==> run_1/power_grid.png <==
Scale bar: 50 µm. Pins as bars on the die edge.
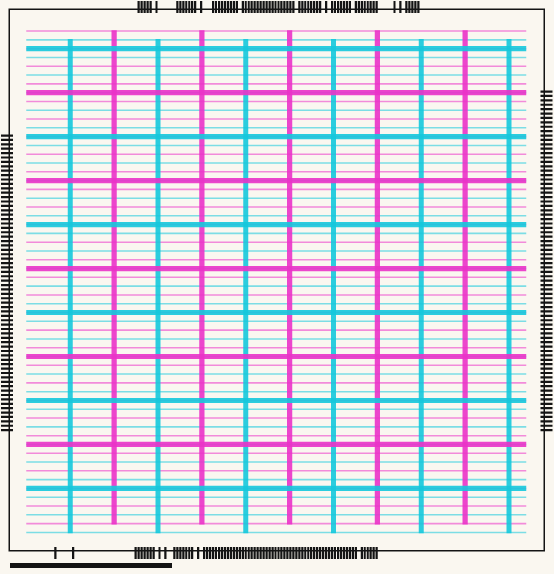
==> run_1/clocks.png <==
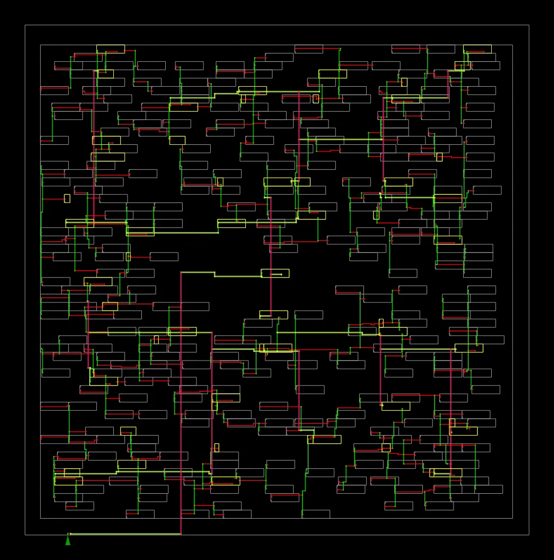
==> run_1/layer_met2.png <==
Scale bar: 50 µm.
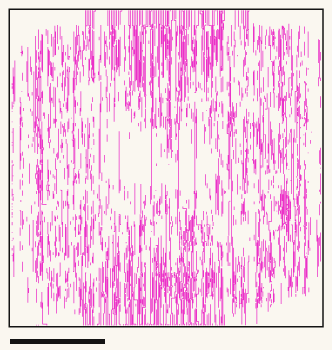
==> run_1/layer_met3.png <==
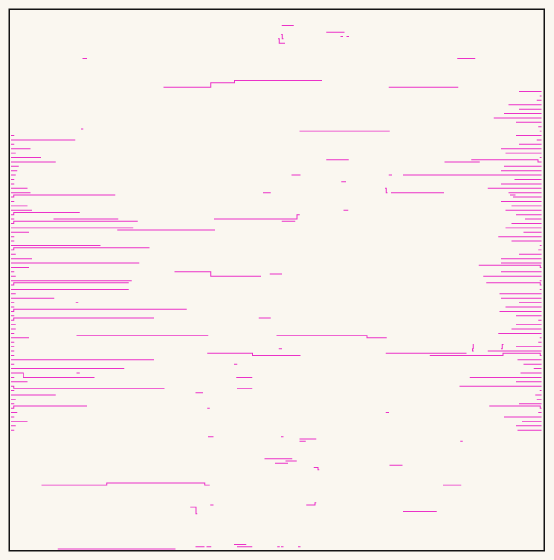
## src/rtl/pipe_pkg.sv

```systemverilog
// rtl/pipe_pkg.sv - shared types and bubble constants for pipeline stage registers
package pipe_pkg;

    typedef enum logic [1:0] {
        EMPTY = 2'd0,
        ONE   = 2'd1,
        FULL  = 2'd2
    } stage_state_e;

    // Control layout: bit0 rf_we, bits[2:1] wd_sel; a bubble must never write the register file
    localparam logic [7:0] CTRL_BUBBLE_MEM = 8'b0000_0100;
    localparam logic [7:0] CTRL_BUBBLE_WB  = 8'b0000_0100;

endpackage

```

## src/rtl/sat_counter.sv

```systemverilog
// rtl/sat_counter.sv - enabled up-counter that sticks at all-ones
module sat_counter #(
    parameter int W = 16
) (
    input  logic         clk,
    input  logic         rst_n,
    input  logic         en,
    output logic [W-1:0] count
);

    localparam logic [W-1:0] MAX_VAL = {W{1'b1}};
    localparam logic [W-1:0] ONE_VAL = {{(W-1){1'b0}}, 1'b1};

    always_ff @(posedge clk or negedge rst_n) begin
        if (!rst_n) begin
            count <= '0;
        end else if (en && (count != MAX_VAL)) begin
            count <= count + ONE_VAL;
        end
    end

endmodule

```

## src/rtl/pipe_stage_skid.sv

```systemverilog
// rtl/pipe_stage_skid.sv - inter-stage register with two-entry skid, flush and bubble insertion
module pipe_stage_skid
    import pipe_pkg::*;
#(
    parameter int                CTRL_W      = 8,
    parameter int                DATA_W      = 128,
    parameter logic [CTRL_W-1:0] CTRL_BUBBLE = {CTRL_W{1'b0}},
    parameter int                CNT_W       = 16
) (
    input  logic              clk,
    input  logic              rst_n,
    input  logic              flush,
    input  logic              up_valid,
    output logic              up_ready,
    input  logic [CTRL_W-1:0] up_ctrl,
    input  logic [DATA_W-1:0] up_data,
    output logic              dn_valid,
    input  logic              dn_ready,
    output logic [CTRL_W-1:0] dn_ctrl,
    output logic [DATA_W-1:0] dn_data,
    output logic [CNT_W-1:0]  stall_cnt
);

    stage_state_e      state;
    logic [CTRL_W-1:0] skid_ctrl;
    logic [DATA_W-1:0] skid_data;
    logic              accept;
    logic              take;

    assign accept = up_valid & up_ready;
    assign take   = dn_valid & dn_ready;

    // dn_valid and up_ready are kept as flops alongside state so neither has a path from dn_ready
    always_ff @(posedge clk or negedge rst_n) begin
        if (!rst_n) begin
            state     <= EMPTY;
            dn_valid  <= 1'b0;
            up_ready  <= 1'b1;
            dn_ctrl   <= CTRL_BUBBLE;
            dn_data   <= '0;
            skid_ctrl <= '0;
            skid_data <= '0;
        end else if (flush) begin
            state    <= EMPTY;
            dn_valid <= 1'b0;
            up_ready <= 1'b1;
            dn_ctrl  <= CTRL_BUBBLE;
        end else begin
            case (state)
                EMPTY: begin
                    if (accept) begin
                        state    <= ONE;
                        dn_valid <= 1'b1;
                        dn_ctrl  <= up_ctrl;
                        dn_data  <= up_data;
                    end
                end
                ONE: begin
                    if (accept && take) begin
                        dn_ctrl <= up_ctrl;
                        dn_data <= up_data;
                    end else if (accept) begin
                        state     <= FULL;
                        up_ready  <= 1'b0;
                        skid_ctrl <= up_ctrl;
                        skid_data <= up_data;
                    end else if (take) begin
                        state    <= EMPTY;
                        dn_valid <= 1'b0;
                        dn_ctrl  <= CTRL_BUBBLE;
                    end
                end
                FULL: begin
                    if (take) begin
                        state    <= ONE;
                        up_ready <= 1'b1;
                        dn_ctrl  <= skid_ctrl;
                        dn_data  <= skid_data;
                    end
                end
                default: begin
                    state    <= EMPTY;
                    dn_valid <= 1'b0;
                    up_ready <= 1'b1;
                    dn_ctrl  <= CTRL_BUBBLE;
                end
            endcase
        end
    end

    sat_counter #(
        .W(CNT_W)
    ) u_stall_cnt (
        .clk  (clk),
        .rst_n(rst_n),
        .en   (dn_valid & ~dn_ready),
        .count(stall_cnt)
    );

endmodule

```

## config.mk

```make
export PLATFORM = sky130hd
export DESIGN_NAME = pipe_stage_skid
export DESIGN_NICKNAME = d
export VERILOG_FILES = /design/src/rtl/pipe_pkg.sv /design/src/rtl/sat_counter.sv /design/src/rtl/pipe_stage_skid.sv
export SDC_FILE = /design/constraint.sdc
export NUM_CORES = 1
export LEC_CHECK = 0
export ABC_AREA = 0
export CAP_MARGIN = 20
export CORE_AREA = 5 5 160 162
export DETAILED_ROUTE_END_ITERATION = 7
export DIE_AREA = 0 0 165 167
export GPL_TIMING_DRIVEN = 0
export MAX_ROUTING_LAYER = met4
export PLACE_DENSITY = 0.85
export SLEW_MARGIN = 0
export SYNTH_ARGS = -nofsm -noshare
export SYNTH_HDL_FRONTEND = slang
export SYNTH_SLANG_ARGS = --single-unit
```

## constraint.sdc

```tcl
create_clock -name clk -period 5.2 [get_ports clk]
set_clock_uncertainty 0.15 [all_clocks]
set_input_delay 0.52 -clock clk [delete_from_list [all_inputs] [get_ports clk]]
set_output_delay 0.52 -clock clk [all_outputs]
set_load 0.01 [all_outputs]
```

==> flow_summary.rst, run 1 <==
Implementation results
======================

.. list-table::
   :header-rows: 1

   * - Metric
     - Value
   * - Share of synthesized area spent on multiplexers
     - 35.7%
   * - Delay contributed by the slowest stage of the critical path
     - 0.59 ns
   * - Clk power
     - 2120 µW
   * - Most common cell on crit path
     - sky130_fd_sc_hd__buf_2
   * - Class of the tightest hold or removal check
     - primary input to register
   * - Post-cts resize count
     - 0
   * - Sum of negative setup slack
     - 0 ns
   * - Fraction of final layout cells sized beyond drive strength 1
     - 40.2%
   * - Final hold violation count
     - 0
   * - Clock tree from TritonCTS
     - built
   * - Unrepaired setup endpoints after global routing
     - no
   * - Leading cell type in the layout, fill and taps excluded
     - sky130_fd_sc_hd__mux2_2
   * - Seq. pwr
     - 3920 µW
   * - CP max-delay cell
     - sky130_fd_sc_hd__dfstp_2
   * - Initial Util
     - 53.3%
   * - Number of port buffers
     - 293
   * - Placer congestion estimate
     - 0.847
   * - Peak VDD IR
     - 0.000409 V
   * - R2r setup slk
     - 2.59 ns
   * - Sum of overflow across all layers after global routing
     - 0
   * - Met1 layer usage reported by global route
     - 29.3%
   * - Number of iterations in the first detailed-routing pass
     - 4
   * - Top contributor to total power
     - registers
   * - Dominant flop cell
     - sky130_fd_sc_hd__dfrtp_1
   * - Initial antenna violation count
     - 4
   * - Normalized max-slew margin
     - 32.5%
   * - Finished Core Util
     - 71.7%
   * - Via/cell ratio
     - 5.32
   * - Result of the run
     - completed
   * - Commonest cells in the synthesized netlist
     - sky130_fd_sc_hd__mux2_2, sky130_fd_sc_hd__dfrtp_1, sky130_fd_sc_hd__mux2_4
   * - Worst path required time
     - 5.47 ns
   * - Portion of total power attributed to sequential cells
     - 42.3%
   * - Capturing element type of the critical path
     - register
   * - CP startpoint
     - up_ready
   * - Net switching component of the power
     - 2610 µW
   * - Area share of fa/ha/maj cells after synthesis
     - 0.0979%
   * - Power density over the cells
     - 539 nW/µm²
   * - Wire length after detailed routing
     - 30.7 mm
   * - Main kind of combinational logic by area
     - multiplexers
   * - Synthesized instance count
     - 830
   * - Pin count of the biggest net entering global routing
     - 112
   * - Number of distinct library cells after synthesis
     - 39
   * - Area after DPL
     - 16200 µm²
   * - Syn_area_per_cell
     - 15.4 µm²
   * - Cell chain of the critical path
     - nand2_1 -> or3_1 -> a21oi_1 -> buf_2 -> buf_2 -> mux2_2
   * - Total power
     - 9270 µW
   * - Met3 usage in global routing
     - 5.07%
   * - Via count
     - 8040
   * - Worst hold margin
     - 0.179 ns
   * - Clock buffers created by TritonCTS
     - 31
   * - Transition time at the pin with the least slew margin
     - 1.00 ns
   * - Number of buffers added for setup after CTS
     - 0
   * - Top-Level Pins
     - 295
   * - Yosys warning total
     - 0
   * - Detail Route Antenna Nets
     - 0
   * - Pre-CTS setup slack
     - 2.09 ns
   * - Root Buffer
     - sky130_fd_sc_hd__clkbuf_16
   * - Net count reported at finish
     - 1301
   * - Number of pins exceeding their max-slew limit in the final report
     - 0
   * - Synth Area in Simple Gates
     - 2.08%
   * - Final Cycle Share
     - 50.2%
   * - Clock slew seen by the registers of the worst setup and hold paths
     - 0.06 ns
   * - Chip Height
     - 167 µm
   * - Ys async rst share
     - 100%
   * - Maximum fanout encountered on the critical timing path
     - 10
   * - Critical Path Start Type
     - register
   * - Area grow syn2layout
     - 34.5%
   * - Total of flip-flops plus latches after synthesis
     - 292
   * - Reported combinational group power
     - 3230 µW
   * - Post-synthesis instance area
     - 12800 µm²
   * - Htree depth
     - 1
Notes on power_grid.png above:
[VDD] magenta
[VSS] cyan
signal pins: 295
met5 straps: 11
met4 straps: 11
met1 rails: 58

Notes on clocks.png above:
Flop Count: 292
clkbuf count: 46

Notes on layer_met2.png above:
longest straight run: 61.9 µm
main direction: vertical
nets with wire on the layer: 1219
wire length on this layer: 14800 µm

Notes on layer_met3.png above:
wire length on this layer: 2090 µm
nets with wire on the layer: 177
main direction: horizontal
share of all routed wire: 6.8%
longest straight run: 53.4 µm

[run 1: area by class of cell]
cell class,instances,area (µm²)
antenna,4,10.0
buffer,45,241
clock buffer,46,902
clock inverter,11,82.6
fill,1634,6780
inverter,1,3.75
multi-input combinational,492,5230
sequential,292,7310
tap,324,405
timing repair buffer,296,3000
[run 1: routing by layer]
| metal | vias up | part of all wire [%] |
|---|---|---|
| met2 | 242 | 48 |
| li1 | 3663 | - |
| met4 | 0 | 2.9 |
| met5 | - | 0 |
| met3 | 53 | 6.8 |
| met1 | 4082 | 42 |
[run 1: worst max-delay path: cells and delay by family (launching register included)]
kind                   cells  cell delay (ns)
buffers and inverters      2             0.71
DFF                        1             0.59
and+or+nand+nor            2             0.45
muxes                      1             0.37
AOI/OAI and AO/OA          1             0.20
==> run_1/wires.png <==
Scale bar: 50 µm. Two of the layers only.
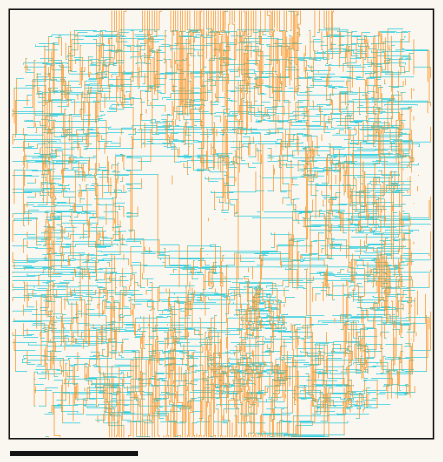

==> run 1 -> run 2 <==
CORE_AREA = 5 5 173 175   (was 5 5 160 162)
DIE_AREA = 0 0 178 180   (was 0 0 165 167)
PLACE_DENSITY = 0.77   (was 0.85)
clock period = 2.1 ns   (was 5.2 ns; I/O delays follow)
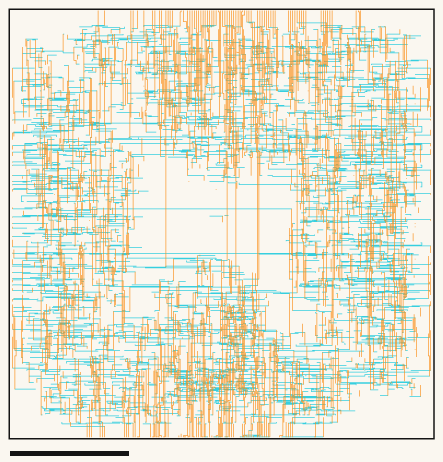
(run_2/wires.png)
Scale bar: 50 µm. Two of the layers only.
[metal 2] orange | wire length: 15200 µm
[metal 1] cyan | wire length: 13600 µm

==> run 2 against run 1 <==
Largest cell class unchanged. The flow now finishes with violations (setup timing). First-iteration DRC count decreased by 38%. Non-clock buffer count increased by 21. Combinational power increased to 2.8 times the previous value. Via count increased by 1.4%. Synthesized area unchanged. Setup slack got worse by 2.7 ns. Synthesized cell count unchanged. Highest routed layer unchanged. Maximum frequency increased by 17%.
==> flow_summary.rst, run 2 <==
Implementation results
======================

.. list-table::
   :header-rows: 1

   * - Metric
     - Value
   * - Worst hold margin
     - 0.158 ns
   * - End point of the worst hold path
     - skid_data[70]
   * - Number of design rule violations left after detail routing
     - 0
   * - Crit Path Category
     - register to register
   * - Yosys warning total
     - 0
   * - Sum of negative setup slack
     - -13.47 ns
   * - Net count reported at finish
     - 1322
   * - Worst path arrival time
     - 2.50 ns
   * - Critical Path Start Type
     - register
   * - Multi-input logic portion of the cell area
     - 31.0%
   * - Ys async rst share
     - 100%
   * - Portion of total power attributed to sequential cells
     - 40.7%
   * - Sequential fraction of the synthesis area
     - 57.2%
   * - Wire length after detailed routing
     - 31.7 mm
   * - Initial Util
     - 45.1%
   * - Crit-path leading delay family
     - flip-flops
   * - Most frequently placed logic cells in the final layout
     - sky130_fd_sc_hd__clkdlybuf4s50_1, sky130_fd_sc_hd__dfrtp_1, sky130_fd_sc_hd__mux2_2
   * - Number of buffers added for setup after CTS
     - 15
   * - Transition time at the pin with the least slew margin
     - 0.806 ns
   * - Flop Count
     - 292
   * - Clkbuf count
     - 50
   * - Worst path setup slack after routing
     - -0.124 ns
   * - Via count
     - 8154
   * - Sum of overflow across all layers after global routing
     - 0
   * - Registers with the most flip-flops
     - dn_data (128), skid_data (128), u_stall_cnt.count (16)
   * - Register share of the cell area
     - 40.1%
   * - Top-count cell post-synth
     - sky130_fd_sc_hd__mux2_2
   * - Final Cell Area
     - 18200 µm²
   * - Via/cell ratio
     - 5.14
   * - Clock slew seen by the registers of the worst setup and hold paths
     - 0.06 ns
   * - Total leakage power
     - 0.00798 µW
   * - Most common cell on crit path
     - sky130_fd_sc_hd__buf_12
   * - Total power
     - 23900 µW
   * - Filler cell count
     - 2083
   * - Relative contribution of the clock network to total power
     - 21.6%
   * - Multi-In Gates
     - 492
   * - Multi-input logic area
     - 5650 µm²
   * - Iteration-0 DRC count of the detailed router
     - 259
   * - Post-synthesis instance area
     - 12800 µm²
   * - Peak VDD IR
     - 0.000849 V
   * - Reported combinational group power
     - 9010 µW
   * - Cell-internal power
     - 17300 µW
   * - Tap cells
     - 384
   * - Finished Core Util
     - 64.4%
   * - Area of the chip
     - 32000 µm²
   * - Power share of the combinational group
     - 37.7%
   * - Pin count of the biggest net entering global routing
     - 116
   * - Chip Height
     - 180 µm
   * - Root Buffer
     - sky130_fd_sc_hd__clkbuf_16
   * - Synthesized instance count
     - 830
   * - Area taken by flip-flops and latches
     - 7310 µm²
   * - CP startpoint
     - up_ready
   * - Cell chain of the critical path
     - nand2_2 -> or3_4 -> a21oi_4 -> buf_6 -> buf_12 -> buf_12 -> mux2_2
   * - Cell depth of the worst min-delay path
     - 2
   * - Htree depth
     - 1
   * - Clock tree from TritonCTS
     - built
   * - Seq. pwr
     - 9740 µW
   * - Total cells reported by yosys after synthesis
     - 830
   * - Wire length of the first global-routing pass
     - 50.3 mm
   * - Maximum fanout encountered on the critical timing path
     - 10
   * - Result of the run
     - finished with violations
   * - Buffers outside the clock class
     - 362
   * - Cell row count
     - 62
   * - Buffering stage count on the worst path with inverters included
     - 3
   * - Commonest cells in the synthesized netlist
     - sky130_fd_sc_hd__mux2_2, sky130_fd_sc_hd__dfrtp_1, sky130_fd_sc_hd__mux2_4
   * - FF-to-FF path depth
     - 7
   * - Leading cell type in the layout, fill and taps excluded
     - sky130_fd_sc_hd__clkdlybuf4s50_1
   * - Normalized max-slew margin
     - 46.3%
   * - Final number of setup-violating endpoints
     - 210
   * - Inverter tally of the final layout excluding the clock network
     - 1
   * - Number of diodes added for antenna fixing
     - 1
   * - Syn_area_per_cell
     - 15.4 µm²
   * - Buffers from clock root to sink, at most
     - 3
   * - Top-Level Pins
     - 295
   * - Delay contributed by the slowest stage of the critical path
     - 0.54 ns
   * - Power density over the cells
     - 1310 nW/µm²
   * - Number of distinct library cells after synthesis
     - 39
   * - Violated checks
     - setup timing
   * - Number of stages on the worst setup path
     - 7
   * - Net switching component of the power
     - 6590 µW
   * - Final Cycle Share
     - 106%
   * - Detail Route Antenna Nets
     - 0
   * - Number of port buffers
     - 293
   * - Capturing element type of the critical path
     - register
   * - Placer congestion estimate
     - 0.844
   * - Class of the tightest hold or removal check
     - primary input to register
   * - Clock-cell share
     - 5.33%
   * - Flip-flops with a built-in enable
     - 0
   * - R2r setup slk
     - -0.12 ns
   * - Dominant flop cell
     - sky130_fd_sc_hd__dfrtp_1
   * - Initial antenna violation count
     - 0
   * - Pre-CTS setup slack
     - -0.561 ns
   * - Tot GR Track Use
     - 19.8%
   * - Clk latency late pin
     - 0.54 ns
   * - Area after DPL
     - 16300 µm²
   * - Fraction of final layout cells sized beyond drive strength 1
     - 42.8%
   * - Top contributor to total power
     - registers
   * - Terminus of the critical flop-to-flop path
     - dn_data[81]
   * - Number of pins exceeding their max-slew limit in the final report
     - 0
   * - Non-clk buf share
     - 21.0%
   * - Unrepaired setup endpoints after global routing
     - yes
   * - Final hold violation count
     - 0
   * - Clk power
     - 5180 µW
   * - Synthesis area per yosys
     - 12800 µm²
   * - Cell class with the largest area share
     - registers
   * - CP max-delay cell
     - sky130_fd_sc_hd__dfstp_2
   * - Cell type contributing the most total cell area after synthesis
     - sky130_fd_sc_hd__dfrtp_1
   * - Worst path required time
     - 2.37 ns
   * - Total of flip-flops plus latches after synthesis
     - 292
   * - Number of iterations in the first detailed-routing pass
     - 4
   * - Area grow syn2layout
     - 42.8%
   * - Clock buffers created by TritonCTS
     - 31
   * - Post-cts resize count
     - 158
   * - OpenROAD warning count
     - 35
-- run 2: cell counts after synthesis --
No cell type changed its count.
-- run 2: cells by family (layout without fill, tap and decap cells) --
| family | count (synthesis) | after routing | synth area share (%) |
|---|---|---|---|
| AND-OR/OR-AND | 33 | 33 | 1.91 |
| XOR/XNOR | 16 | 16 | 1.10 |
| adder cells (fa/ha/maj) | 1 | 1 | 0.0979 |
| buffers and inverters | 46 | 418 | 1.92 |
| flip-flops | 292 | 292 | 57.2 |
| multiplexers | 392 | 392 | 35.7 |
| other | 0 | 1 | 0 |
| AND/OR/NAND/NOR | 50 | 50 | 2.08 |
-- run 2: metal layers --
metal,global-route usage [%],up-vias,part of all wire (%)
met5,-,-,0
li1,-,3709,-
met2,31.2,231,48
met1,26.1,4176,43
met4,3.93,0,1.7
met3,5.42,38,7.6
==> run_2/layer_met2.png <==
Scale bar: 50 µm.
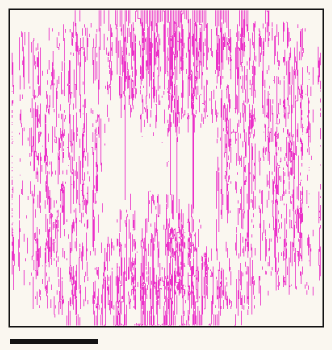

==> run 2 -> run 3 <==
GPL_ROUTABILITY_DRIVEN = 0   (was not set)
SKIP_CTS_REPAIR_TIMING = 1   (was not set)
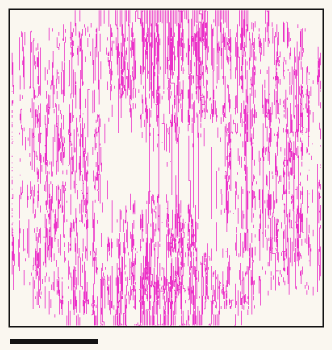
(run_3/layer_met2.png)
Scale bar: 50 µm.
main direction: vertical
share of all routed wire: 48%
nets with wire on the layer: 1287

==> run 3 against run 2 <==
The run still ends with setup timing left. Maximum frequency is 2.8% lower. Critical path type unchanged. Sequential share of layout area is 1.3 points lower. Design area is 3.3% higher. First-iteration DRC count is 6.2% higher. Critical endpoint is now skid_data[125]. Via count is 2.2% higher. Synthesized area stayed put. Final cell count is 1.4% higher. Global-route usage is 0.85 points lower. Count of clock-buffer cells in the layout stayed put. Flip-flop count stayed put.
==> flow_summary.rst, run 3 <==
Implementation results
======================

.. list-table::
   :header-rows: 1

   * - Metric
     - Value
   * - Cell type contributing the most total cell area after synthesis
     - sky130_fd_sc_hd__dfrtp_1
   * - Syn_area_per_cell
     - 15.4 µm²
   * - Via count
     - 8336
   * - Critical Path Start Type
     - register
   * - Worst path arrival time
     - 2.57 ns
   * - Crit-path leading delay family
     - simple AND/OR/NAND/NOR gates
   * - Compound Share, Synth
     - 1.91%
   * - Most common cell on crit path
     - sky130_fd_sc_hd__buf_12
   * - Violated checks
     - setup timing
   * - Commonest cells in the synthesized netlist
     - sky130_fd_sc_hd__mux2_2, sky130_fd_sc_hd__dfrtp_1, sky130_fd_sc_hd__mux2_4
   * - Clk latency late pin
     - 0.54 ns
   * - Registers with the most flip-flops
     - dn_data (128), skid_data (128), u_stall_cnt.count (16)
   * - Reported combinational group power
     - 9400 µW
   * - Cell row count
     - 62
   * - Chip Height
     - 180 µm
   * - Synth Area in Simple Gates
     - 2.08%
   * - Terminus of the critical flop-to-flop path
     - skid_data[125]
   * - Share of synthesized area spent on multiplexers
     - 35.7%
   * - Capturing element type of the critical path
     - register
   * - Result of the run
     - finished with violations
   * - Top-count cell post-synth
     - sky130_fd_sc_hd__mux2_2
   * - Yosys warning total
     - 0
   * - Wire length of the first global-routing pass
     - 48.2 mm
   * - Worst path required time
     - 2.38 ns
   * - Area fraction in xor and xnor cells
     - 1.10%
   * - Net count reported at finish
     - 1343
   * - Root Buffer
     - sky130_fd_sc_hd__clkbuf_16
   * - Seq. pwr
     - 9780 µW
   * - Number of iterations in the first detailed-routing pass
     - 5
   * - Portion of total power attributed to sequential cells
     - 40.1%
   * - Power density over the cells
     - 1290 nW/µm²
   * - Number of pins exceeding their max-slew limit in the final report
     - 0
   * - Main kind of combinational logic by area
     - multiplexers
   * - Finished Core Util
     - 66.6%
   * - Post-synthesis instance area
     - 12800 µm²
   * - Sequential fraction of the synthesis area
     - 57.2%
   * - Leading cell type in the layout, fill and taps excluded
     - sky130_fd_sc_hd__clkdlybuf4s50_1
   * - R2r setup slk
     - -0.19 ns
   * - Tot GR Track Use
     - 19.0%
   * - Most frequently placed logic cells in the final layout
     - sky130_fd_sc_hd__clkdlybuf4s50_1, sky130_fd_sc_hd__dfrtp_1, sky130_fd_sc_hd__mux2_2
   * - Delay contributed by the slowest stage of the critical path
     - 0.60 ns
   * - Area of the chip
     - 32000 µm²
   * - Area share of fa/ha/maj cells after synthesis
     - 0.0979%
   * - Unrepaired setup endpoints after global routing
     - yes
   * - CP startpoint
     - up_ready
   * - Buffers from clock root to sink, at most
     - 3
   * - Clk power
     - 5210 µW
   * - Number of stages on the worst setup path
     - 6
   * - Maximum fanout encountered on the critical timing path
     - 10
   * - Number of port buffers
     - 293
   * - Cell-internal power
     - 17600 µW
   * - Wire length after detailed routing
     - 33.6 mm
   * - Transition time at the pin with the least slew margin
     - 0.805 ns
   * - Area grow syn2layout
     - 47.5%
   * - Buffering stage count on the worst path with inverters included
     - 3
   * - Cell chain of the critical path
     - nand2_4 -> or4b_4 -> buf_12 -> buf_12 -> buf_8 -> mux2_4
   * - Detail Route Antenna Nets
     - 0
   * - Via/cell ratio
     - 5.18
   * - Total of flip-flops plus latches after synthesis
     - 292
   * - Normalized max-slew margin
     - 46.3%
   * - Flip-flops with a built-in enable
     - 0
   * - Dominant flop cell
     - sky130_fd_sc_hd__dfrtp_1
   * - Top-Level Pins
     - 295
   * - Worst path setup slack after routing
     - -0.189 ns
   * - Clock sink total
     - 292
   * - Power share of the combinational group
     - 38.5%
   * - Iteration-0 DRC count of the detailed router
     - 275
   * - Cell depth of the worst min-delay path
     - 2
   * - Htree depth
     - 1
   * - Synthesized instance count
     - 830
   * - Area after DPL
     - 16300 µm²
   * - OpenROAD warning count
     - 34
   * - Final Cycle Share
     - 109%
   * - Number of global-route vias before repair
     - 8614
   * - Synthesis area per yosys
     - 12800 µm²
   * - Total power
     - 24400 µW
   * - CP max-delay cell
     - sky130_fd_sc_hd__dfstp_2
   * - Relative contribution of the clock network to total power
     - 21.3%
   * - Fraction of final layout cells sized beyond drive strength 1
     - 44.0%
   * - FF-to-FF path depth
     - 6
   * - Final number of setup-violating endpoints
     - 257
   * - Pin count of the biggest net entering global routing
     - 116
   * - Initial antenna violation count
     - 2
   * - Peak VDD IR
     - 0.000866 V
   * - End point of the worst hold path
     - skid_data[70]
   * - Final Cell Area
     - 18800 µm²
   * - Total cells reported by yosys after synthesis
     - 830
   * - Clock buffers created by TritonCTS
     - 31
   * - Hold Path Origin
     - up_data[70]
   * - Crit Path Category
     - register to register
   * - Sum of negative setup slack
     - -28.24 ns
   * - Clock slew seen by the registers of the worst setup and hold paths
     - 0.06 ns
   * - Total leakage power
     - 0.00832 µW
   * - Net switching component of the power
     - 6750 µW
   * - Placeable core area
     - 28300 µm²
   * - Number of design rule violations left after detail routing
     - 0
   * - Number of distinct library cells after synthesis
     - 39
   * - Clock tree from TritonCTS
     - built
   * - Sum of overflow across all layers after global routing
     - 0
-- run 3: through the flow --
stage,hold slack (ns),setup slack (ns)
3_5_place_dp,0.172,-0.561
2_1_floorplan,-0.236,-0.0283
5_1_grt,0.141,-0.235
6_report,0.153,-0.189
3_3_place_gp,0.325,-13.30
4_1_cts,-0.415,-0.575
-- run 3: cell type report --
cell class                 instances  area, µm²
clock buffer                      50        947
inverter                           1       3.75
multi-input combinational        492       5780
clock inverter                     5       25.0
sequential                       292       7310
buffer                            45        597
antenna                            3       7.51
timing repair buffer             338       3690
tap                              384        480
fill                            2016       9470
-- run 3: metal layers --
metal / vias up / share of wire (%) / track usage [%]
met2: 231 / 48 / 29.3
met3: 40 / 7.0 / 5.36
li1: 3766 / - / -
met1: 4299 / 43 / 25.2
met4: 0 / 1.5 / 4.33
met5: - / 0 / -
No activity file was given, so power comes from the tool's default toggle rates.
